==> config.mk <==
export PLATFORM = sky130hd
export DESIGN_NAME = lfsr_stream_gen
export DESIGN_NICKNAME = d
export VERILOG_FILES = /design/src/rtl/lfsr_stream_gen.sv
export SDC_FILE = /design/constraint.sdc
export NUM_CORES = 1
export LEC_CHECK = 0
export CAP_MARGIN = 20
export CORE_AREA = 3 3 71 73
export DETAILED_ROUTE_END_ITERATION = 6
export DIE_AREA = 0 0 74 76
export HOLD_SLACK_MARGIN = 0.03
export SYNTH_ARGS = -nofsm -noshare
export SYNTH_HDL_FRONTEND = slang
export SYNTH_SLANG_ARGS = --single-unit
==> constraint.sdc <==
create_clock -name clk -period 2 [get_ports clk]
set_input_delay 0.6 -clock clk [delete_from_list [all_inputs] [get_ports clk]]
set_output_delay 0.6 -clock clk [all_outputs]
set_load 0.1 [all_outputs]
==> src/rtl/lfsr_stream_gen.sv <==
// lfsr_stream_gen: Galois/Fibonacci LFSR word source on a valid/ready stream with hardware period measurement
module lfsr_stream_gen #(
    parameter int W = 8,
    parameter int MODE = 0,
    parameter logic [W-1:0] TAPS = W'(8'hB8),
    parameter logic [W-1:0] SEED = W'(1)
) (
    input  logic         clk,
    input  logic         reset,
    input  logic         en,
    input  logic         load,
    input  logic [W-1:0] seed_in,
    input  logic         out_ready,
    output logic         out_valid,
    output logic [W-1:0] q,
    output logic         bit_out,
    output logic         wrap,
    output logic [W-1:0] period,
    output logic         period_valid,
    output logic         seed_err
);
    logic [W-1:0] start_word;
    logic [W-1:0] count;
    logic [W-1:0] nxt;
    logic [W-1:0] load_word;
    logic         xfer;

    if (W < 3 || W > 32 || SEED == '0 || (MODE != 0 && MODE != 1) ||
        (MODE == 0 && !TAPS[W-1]) || (MODE == 1 && !TAPS[0])) begin : g_param_check
        $error("lfsr_stream_gen: illegal W/MODE/TAPS/SEED combination");
    end

    always_comb begin
        nxt = (MODE == 1) ? {^(q & TAPS), q[W-1:1]} : ((q >> 1) ^ (q[0] ? TAPS : '0));
        load_word = (seed_in == '0) ? SEED : seed_in;
        xfer = out_valid && out_ready;
        bit_out = q[0];
    end

    // load outranks a transfer; wrap compares the next word so the pulse lines up with q
    always_ff @(posedge clk or posedge reset) begin
        if (reset) begin
            q            <= SEED;
            start_word   <= SEED;
            out_valid    <= 1'b0;
            wrap         <= 1'b0;
            seed_err     <= 1'b0;
            period       <= '0;
            period_valid <= 1'b0;
            count        <= '0;
        end else begin
            wrap     <= 1'b0;
            seed_err <= 1'b0;
            if (load) begin
                q            <= load_word;
                start_word   <= load_word;
                out_valid    <= 1'b0;
                seed_err     <= (seed_in == '0);
                period       <= '0;
                period_valid <= 1'b0;
                count        <= '0;
            end else if (xfer) begin
                q         <= nxt;
                out_valid <= en;
                if (nxt == start_word) begin
                    wrap         <= 1'b1;
                    period       <= count + 1'b1;
                    period_valid <= 1'b1;
                    count        <= '0;
                end else begin
                    count <= count + 1'b1;
                end
            end else if (!out_valid && en) begin
                out_valid <= 1'b1;
            end
        end
    end
endmodule

**Metal layers overlaid**

Only two layers are drawn.
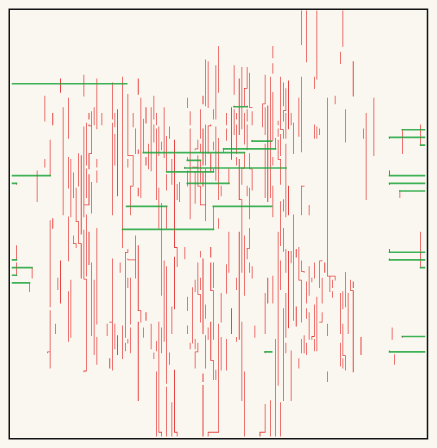
Green is met3, wire length 190 um. Red is met2, wire length 1990 um.
total wirelength of the detailed-routed design: 4192 um
GRT Overall Usage: 16.54%
total via count in the routed design: 1503
Routed WL per cell: 14.97 um

**Nets reached from selected ports**

Bar = 20 um.
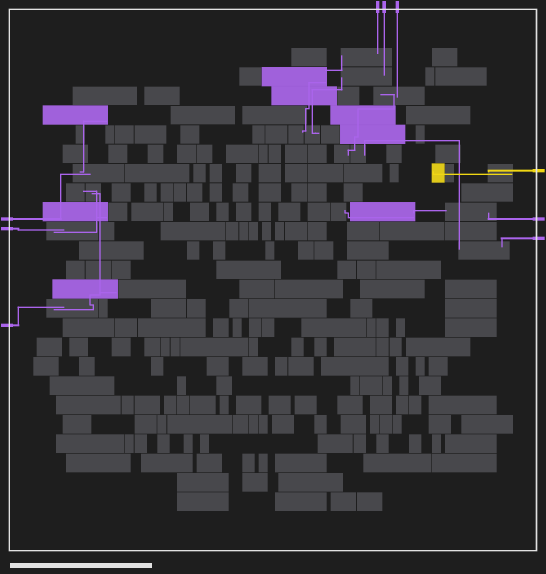
Yellow is `en`, bits 1, direction input, end cells 1, buffers 1, wire 17.8 um. Purple is `period`, bits 8, direction output, end cells 8, buffers 8, wire 217 um.
number of top-level pins: 34
IO buf count: 33

**Layout detail**

Bar = 10 um. Window x 22 to 52, y 23 to 53 um. Cells in gray, sequential cells in the stronger gray; small squares are vias.
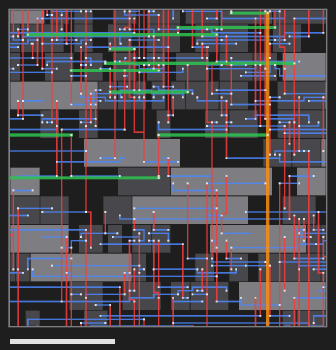
Red is met2. Green is met3. Blue is met1. Orange is met4.
Netlist names of flops here include `q` (4), `count` (2), `start_word` (2). Sequential cells in the window: 8. Most frequent: buf_4 (8), o21ai_0 (7). 64 logic cells have their middle in the window.

## worst max-delay path by stage
stage                                from                     to  slack [ns]  cells after the start
floorplan           out_valid$_DFFE_PP0P_  period[5]$_DFFE_PP0P_        0.02                      4
global placement                out_ready  period[0]$_DFFE_PP0P_        0.08                      5
detailed placement              out_ready   count[5]$_DFFE_PP0P_        0.04                      5
CTS                      q[5]$_DFFE_PP0P_  period[0]$_DFFE_PP0P_        0.15                      6
global route             q[5]$_DFFE_PP0P_  period[1]$_DFFE_PP0P_        0.05                      6
finish                   q[5]$_DFFE_PP0P_  period[0]$_DFFE_PP0P_        0.16                      6
## sequential cells by signal (all words and copies together) (netlist names)
| name | cells |
|---|---|
| out_valid | 1 |
| period_valid | 1 |
| count | 8 |
| wrap | 1 |
| period | 8 |
| start_word | 8 |
| q | 8 |
| seed_err | 1 |
==> tab_implementation.tex <==
% Synthesis and place-and-route results
\begin{tabular}{lr}
\hline
Metric & Value \\
\hline
\multicolumn{2}{l}{\textbf{Status}} \\
Outcome & finished clean \\
\multicolumn{2}{l}{\textbf{Synthesis}} \\
Proportion of synthesized flip-flops having asynchronous set or reset & 100.0\% \\
Yosys synthesis warning count & 0 \\
Area reported by Yosys stat & 1842 sq um \\
Netlist area before placement & 1842 sq um \\
Complex Gates by Area & 17.32\% \\
Portion of the post-synthesis area used by sequential elements & 49.05\% \\
Xor and xnor area share after synthesis & 7.133\% \\
Leading cell type by number of instances after synthesis & sky130\_fd\_sc\_hd\_\_dfrtp\_1 \\
Simple-Gate Area Share & 15.76\% \\
Dominant non-sequential cell family after synthesis & AND-OR/OR-AND gates \\
\multicolumn{2}{l}{\textbf{Final layout}} \\
Sequential cell count & 36 \\
Non-clk invs & 12 \\
Area grow syn2layout & 41.24\% \\
Final Core Density & 58.93\% \\
\# nets final & 241 \\
Most common cell after layout, fill and taps aside & sky130\_fd\_sc\_hd\_\_dfrtp\_1 \\
Non-clock buffer instance count of the final layout & 47 \\
Non-clock buffers, area share & 25.30\% \\
Proportion of cell area occupied by multi-input gates & 31.70\% \\
Post-route standard cell area excluding fillers & 2601 sq um \\
Flop share of the area & 35.21\% \\
\multicolumn{2}{l}{\textbf{Critical path}} \\
Buf+Inv Stages, Crit Path & 1 \\
Slowest stage cell on the critical path & sky130\_fd\_sc\_hd\_\_dfrtp\_2 \\
CP arrival & 2.06 ns \\
Type of the worst setup path & register to register \\
CP delay by family, top & AND-OR/OR-AND gates \\
Depth of the most critical reg-to-reg path & 6 \\
\multicolumn{2}{l}{\textbf{Timing}} \\
Setup repair after global routing missed its margin & false \\
Relative max-transition margin & 79.58\% \\
Setup TNS after final layout & 0 ns \\
Time the final worst path needs with I/O delays and setup & 1.843 ns \\
Max frequency & 0.5425 GHz \\
Actual slew at the worst max-slew pin & 0.3049 ns \\
\multicolumn{2}{l}{\textbf{Clocking}} \\
Clock sink total & 36 \\
Htree depth & 2 \\
Clock tree root buffer cell & sky130\_fd\_sc\_hd\_\_clkbuf\_8 \\
Number of hold buffers added after cts & 0 \\
Clock transition at the registers of the reported paths & 0.08 ns \\
\multicolumn{2}{l}{\textbf{Global route}} \\
Antenna violations before repair & 0 \\
GR met2 Demand/Resource & 24.11\% \\
Met3 usage in global routing & 3.298\% \\
Layer with the highest usage & met2 \\
\multicolumn{2}{l}{\textbf{Placed design}} \\
Inst Count DP & 272 \\
Routability cong. & 0.8180 \\
\multicolumn{2}{l}{\textbf{Worst hold path}} \\
Hold Path Class & register to register \\
\multicolumn{2}{l}{\textbf{Routing}} \\
Met2 wire length & 1992 um \\
Routed wire length on met3 & 189 um \\
\multicolumn{2}{l}{\textbf{Power and ir drop}} \\
Power in the clock group & 538 uW \\
Net switching power & 590.0 uW \\
Leading power group & sequential cells \\
Share of total power in sequential cells & 45.5\% \\
\multicolumn{2}{l}{\textbf{Floorplanning}} \\
Floorplan die width & 74 um \\
Placement Rows & 24 \\
Well-Tap Cells & 52 \\
\hline
\end{tabular}
No activity file was given, so power comes from the tool's default toggle rates.
